### The metal 2 layer

(4 px per um) Cells faint in the background.
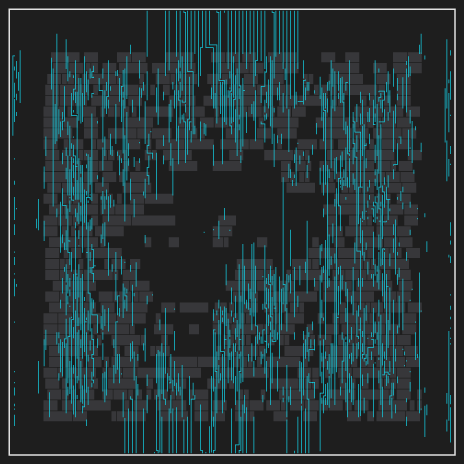
### I/O nets highlighted

(3 px per um)
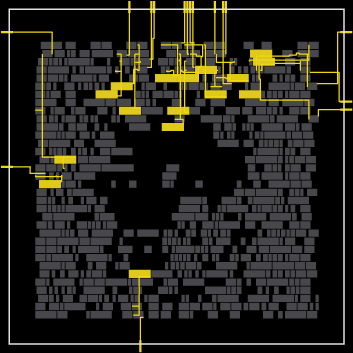
### Clock wiring as the flow saved it

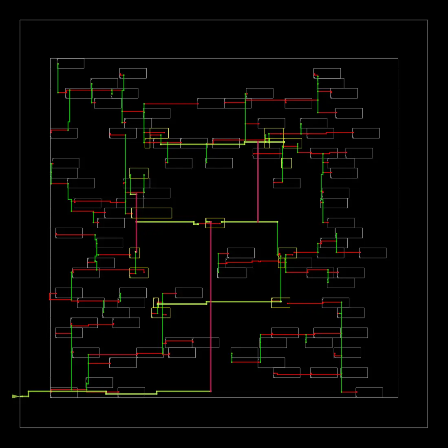
[src/rtl/axil_req_master.sv]
// Single-outstanding AXI4-Lite initiator: converts a simple request/response
// client port into AXI4-Lite master transactions, returning rdata and resp.
module axil_req_master #(
  parameter int DATA_WIDTH = 32,
  parameter int ADDR_WIDTH = 16,
  parameter int STRB_WIDTH = DATA_WIDTH / 8
) (
  input  logic                  clk,
  input  logic                  rst,
  input  logic                  req_valid,
  output logic                  req_ready,
  input  logic                  req_we,
  input  logic [ADDR_WIDTH-1:0] req_addr,
  input  logic [DATA_WIDTH-1:0] req_wdata,
  input  logic [STRB_WIDTH-1:0] req_wstrb,
  output logic                  rsp_valid,
  input  logic                  rsp_ready,
  output logic [DATA_WIDTH-1:0] rsp_rdata,
  output logic [1:0]            rsp_resp,
  output logic [ADDR_WIDTH-1:0] m_axil_awaddr,
  output logic [2:0]            m_axil_awprot,
  output logic                  m_axil_awvalid,
  input  logic                  m_axil_awready,
  output logic [DATA_WIDTH-1:0] m_axil_wdata,
  output logic [STRB_WIDTH-1:0] m_axil_wstrb,
  output logic                  m_axil_wvalid,
  input  logic                  m_axil_wready,
  input  logic [1:0]            m_axil_bresp,
  input  logic                  m_axil_bvalid,
  output logic                  m_axil_bready,
  output logic [ADDR_WIDTH-1:0] m_axil_araddr,
  output logic [2:0]            m_axil_arprot,
  output logic                  m_axil_arvalid,
  input  logic                  m_axil_arready,
  input  logic [DATA_WIDTH-1:0] m_axil_rdata,
  input  logic [1:0]            m_axil_rresp,
  input  logic                  m_axil_rvalid,
  output logic                  m_axil_rready
);

  typedef enum logic [2:0] {
    S_IDLE         = 3'd0,
    S_WR_ADDR_DATA = 3'd1,
    S_WR_RESP      = 3'd2,
    S_RD_ADDR      = 3'd3,
    S_RD_DATA      = 3'd4,
    S_RESP         = 3'd5
  } state_t;

  state_t                state_q, state_d;
  logic [ADDR_WIDTH-1:0] addr_q, addr_d;
  logic [DATA_WIDTH-1:0] wdata_q, wdata_d;
  logic [STRB_WIDTH-1:0] wstrb_q, wstrb_d;
  logic                  awvalid_q, awvalid_d;
  logic                  wvalid_q, wvalid_d;
  logic                  arvalid_q, arvalid_d;
  logic [DATA_WIDTH-1:0] rdata_q, rdata_d;
  logic [1:0]            resp_q, resp_d;

  // Next-state and datapath decode
  always_comb begin
    state_d   = state_q;
    addr_d    = addr_q;
    wdata_d   = wdata_q;
    wstrb_d   = wstrb_q;
    awvalid_d = awvalid_q;
    wvalid_d  = wvalid_q;
    arvalid_d = arvalid_q;
    rdata_d   = rdata_q;
    resp_d    = resp_q;
    case (state_q)
      S_IDLE: begin
        if (req_valid) begin
          addr_d  = req_addr;
          wdata_d = req_wdata;
          wstrb_d = req_wstrb;
          if (req_we) begin
            state_d   = S_WR_ADDR_DATA;
            awvalid_d = 1'b1;
            wvalid_d  = 1'b1;
          end else begin
            state_d   = S_RD_ADDR;
            arvalid_d = 1'b1;
          end
        end else begin
          state_d = S_IDLE;
        end
      end
      S_WR_ADDR_DATA: begin
        // AW and W retire independently; leave once both have handshaken
        if (awvalid_q && m_axil_awready) begin
          awvalid_d = 1'b0;
        end else begin
          awvalid_d = awvalid_q;
        end
        if (wvalid_q && m_axil_wready) begin
          wvalid_d = 1'b0;
        end else begin
          wvalid_d = wvalid_q;
        end
        if (!awvalid_d && !wvalid_d) begin
          state_d = S_WR_RESP;
        end else begin
          state_d = S_WR_ADDR_DATA;
        end
      end
      S_WR_RESP: begin
        if (m_axil_bvalid) begin
          resp_d  = m_axil_bresp;
          state_d = S_RESP;
        end else begin
          state_d = S_WR_RESP;
        end
      end
      S_RD_ADDR: begin
        if (m_axil_arready) begin
          arvalid_d = 1'b0;
          state_d   = S_RD_DATA;
        end else begin
          state_d = S_RD_ADDR;
        end
      end
      S_RD_DATA: begin
        if (m_axil_rvalid) begin
          rdata_d = m_axil_rdata;
          resp_d  = m_axil_rresp;
          state_d = S_RESP;
        end else begin
          state_d = S_RD_DATA;
        end
      end
      S_RESP: begin
        if (rsp_ready) begin
          state_d = S_IDLE;
        end else begin
          state_d = S_RESP;
        end
      end
      default: begin
        state_d   = S_IDLE;
        awvalid_d = 1'b0;
        wvalid_d  = 1'b0;
        arvalid_d = 1'b0;
      end
    endcase
  end

  // State and datapath registers
  always_ff @(posedge clk) begin
    if (rst) begin
      state_q   <= S_IDLE;
      addr_q    <= {ADDR_WIDTH{1'b0}};
      wdata_q   <= {DATA_WIDTH{1'b0}};
      wstrb_q   <= {STRB_WIDTH{1'b0}};
      awvalid_q <= 1'b0;
      wvalid_q  <= 1'b0;
      arvalid_q <= 1'b0;
      rdata_q   <= {DATA_WIDTH{1'b0}};
      resp_q    <= 2'b00;
    end else begin
      state_q   <= state_d;
      addr_q    <= addr_d;
      wdata_q   <= wdata_d;
      wstrb_q   <= wstrb_d;
      awvalid_q <= awvalid_d;
      wvalid_q  <= wvalid_d;
      arvalid_q <= arvalid_d;
      rdata_q   <= rdata_d;
      resp_q    <= resp_d;
    end
  end

  // Readies are decoded from registered state only, never from AXI inputs
  assign req_ready      = (state_q == S_IDLE) && !rst;
  assign rsp_valid      = (state_q == S_RESP);
  assign rsp_rdata      = rdata_q;
  assign rsp_resp       = resp_q;
  assign m_axil_awaddr  = addr_q;
  assign m_axil_awprot  = 3'b000;
  assign m_axil_awvalid = awvalid_q;
  assign m_axil_wdata   = wdata_q;
  assign m_axil_wstrb   = wstrb_q;
  assign m_axil_wvalid  = wvalid_q;
  assign m_axil_bready  = (state_q == S_WR_RESP);
  assign m_axil_araddr  = addr_q;
  assign m_axil_arprot  = 3'b000;
  assign m_axil_arvalid = arvalid_q;
  assign m_axil_rready  = (state_q == S_RD_DATA);

endmodule
[config.mk]
export PLATFORM = sky130hd
export DESIGN_NAME = axil_req_master
export DESIGN_NICKNAME = d
export VERILOG_FILES = /design/src/rtl/axil_req_master.sv
export SDC_FILE = /design/constraint.sdc
export NUM_CORES = 1
export LEC_CHECK = 0
export ABC_AREA = 1
export ABC_CLOCK_PERIOD_IN_PS = 2260
export CAP_MARGIN = 20
export CORE_MARGIN = 8
export CORE_UTILIZATION = 41
export CTS_CLUSTER_DIAMETER = 100
export CTS_CLUSTER_SIZE = 40
export DETAILED_ROUTE_END_ITERATION = 16
export PLACE_DENSITY = 0.86
export SYNTH_ARGS = -nofsm -noshare
export SYNTH_HDL_FRONTEND = slang
export SYNTH_SLANG_ARGS = --single-unit
[constraint.sdc]
create_clock -name clk -period 2.26 [get_ports clk]
set_clock_uncertainty 0.1 [all_clocks]
set_input_delay 0.452 -clock clk [delete_from_list [all_inputs] [get_ports clk]]
set_output_delay 0.452 -clock clk [all_outputs]
set_load 0.005 [all_outputs]
==> impl_table.tex <==
% Table of physical implementation metrics
\begin{tabular}{lr}
\hline
Metric & Value \\
\hline
\multicolumn{2}{l}{\textbf{Logic synthesis}} \\
\quad Post-synth seq share & 49.68\% \\
\quad Yosys Warn Count & 0 \\
\quad Share of flip-flops with an asynchronous set or reset & 0\% \\
\quad Library cell with the largest summed area after synthesis & dfxtp\_1 \\
\quad Post-synthesis instance area & roughly 0.0037 mm2 \\
\quad Mapped Avg Cell Area & between 7 and 8 um2 \\
\quad Largest type area fraction & between 40\% and 50\% \\
\quad Yosys reg bits & $\sim$90 \\
\multicolumn{2}{l}{\textbf{Power and ir drop}} \\
\quad Final total power & 0.004588 W \\
\quad Switching share of power & 31.27\% \\
\quad Part of the total power dissipated in sequential elements & between 40 and 50\% \\
\quad Internal Dissipation & approximately 0.0032 W \\
\quad Power per Cell Area & 785.8 mW/mm2 \\
\quad Share of total power in the clock network & about a quarter \\
\quad LEAKAGE & 2.193 nW \\
\multicolumn{2}{l}{\textbf{Final timing}} \\
\quad Count of final hold-check violations & 0 \\
\quad Timing-limited maximum frequency & $\sim$460 MHz \\
\quad Final-layout setup total negative slack & 0 ns \\
\multicolumn{2}{l}{\textbf{Drt}} \\
\quad Met3 wire len & approximately 1800 um \\
\quad Wire length on met1 & 4929 um \\
\quad Number of vias per cell & between 4 and 5 \\
\quad Sum of routed wire length over all layers & around 12000 um \\
\quad Post-DRT Antenna Nets & 0 \\
\multicolumn{2}{l}{\textbf{Min path}} \\
\quad Worst min path class & flop to flop \\
\multicolumn{2}{l}{\textbf{Floorplan}} \\
\quad Vertical extent of the die & between 100 and 150 um \\
\quad Die outline area & about 0.012 mm2 \\
\multicolumn{2}{l}{\textbf{Status}} \\
\quad Result of the run & completed \\
\multicolumn{2}{l}{\textbf{Critical path}} \\
\quad Flop-to-flop setup slack & 0.35 ns \\
\quad Crit path from & state\_q[2] \\
\quad CP Buf/Inv Count & 2 \\
\quad Signal arrival time at the worst endpoint & roughly 1.6 ns \\
\quad CP delay by family, top & buffers and inverters \\
\multicolumn{2}{l}{\textbf{Finish}} \\
\quad Final core area utilization & 66.62\% \\
\quad Commonest Layout Cell & clkdlybuf4s50\_1 \\
\quad Number of antenna diodes & 0 \\
\quad Non-filler cells, final & between 700 and 800 \\
\multicolumn{2}{l}{\textbf{GRT}} \\
\quad Global-route met1 utilization & between 20\% and 30\% \\
\quad Number of global-route vias before repair & slightly below 4000 \\
\quad Global-route wire length before repair & just under 20000 um \\
\multicolumn{2}{l}{\textbf{CTS}} \\
\quad \# H-tree levels & 3 \\
\multicolumn{2}{l}{\textbf{Place}} \\
\quad Post-placement setup slack & roughly 0.26 ns \\
\hline
\end{tabular}
-- 'The metal 2 layer' (at the start) --
main direction	vertical
share of all routed wire	45%
nets with wire on the layer	638
longest straight run	45.9 um

-- 'I/O nets highlighted' (at the start) --
color	port	bits	direction	edge	end cells	buffers	wire
yellow	m_axil_awaddr	16	output	10 north, 3 east, 2 west, 1 south	16	16	687 um

-- 'Clock wiring as the flow saved it' (at the start) --
clock buffer count from CTS: 9
number of clock sinks seen by CTS: 92

[power by group through the flow]
| stage | Combinational [W] | Sequential (W) | Clock [W] |
|---|---|---|---|
| 2_1_floorplan | 0.000782 | 0.00200 | 0 |
| 3_3_place_gp | 0.00151 | 0.00199 | 0 |
| 3_5_place_dp | 0.00154 | 0.00200 | 0 |
| 4_1_cts | 0.00156 | 0.00197 | 0.00109 |
| 5_1_grt | 0.00170 | 0.00200 | 0.00117 |
| 6_report | 0.00154 | 0.00197 | 0.00107 |
[logic make-up (layout without fill, tap and decap cells)]
logic type	Yosys count	count (layout)	share of synthesized area (%)
AOI/OAI and AO/OA	95	95	12.99
adders and majority gates	2	2	0.6749
buffers and inverters	67	248	11.44
DFF	92	92	49.68
other	1	6	0.1012
and+or+nand+nor	220	220	25.11
[worst min path at each step]
stage	from	slack, ns	to	cells after the start
final	m_axil_wdata[18]	0.37	m_axil_wdata[18]	2
after global routing	m_axil_wdata[18]	0.38	m_axil_wdata[18]	2
after CTS	rsp_rdata[25]	0.37	rsp_rdata[25]	2
after detailed placement	rsp_rdata[25]	0.35	rsp_rdata[25]	2
after global placement	rsp_rdata[14]	0.35	rsp_rdata[14]	2
after floorplan	m_axil_arvalid	0.36	m_axil_arvalid	2
[cell type report]
cell class | count | area share, %
repair buffers | 217 | 36.91
flip-flops and latches | 92 | 31.57
multi-input cells | 323 | 25.01
clock buffers | 12 | 2.315
well taps | 108 | 2.315
inverters | 15 | 1.029
clock inverters | 4 | 0.8573
[flip-flops by register name (all words and copies together) (netlist names)]
| name | flops |
|---|---|
| rsp_rdata | 32 |
| state_q | 3 |
| m_axil_wvalid | 1 |
| m_axil_wstrb | 4 |
| m_axil_araddr | 16 |
| m_axil_awvalid | 1 |
| m_axil_arvalid | 1 |
| m_axil_wdata | 32 |
| rsp_resp | 2 |
Power is estimated from default activity; no workload was simulated.
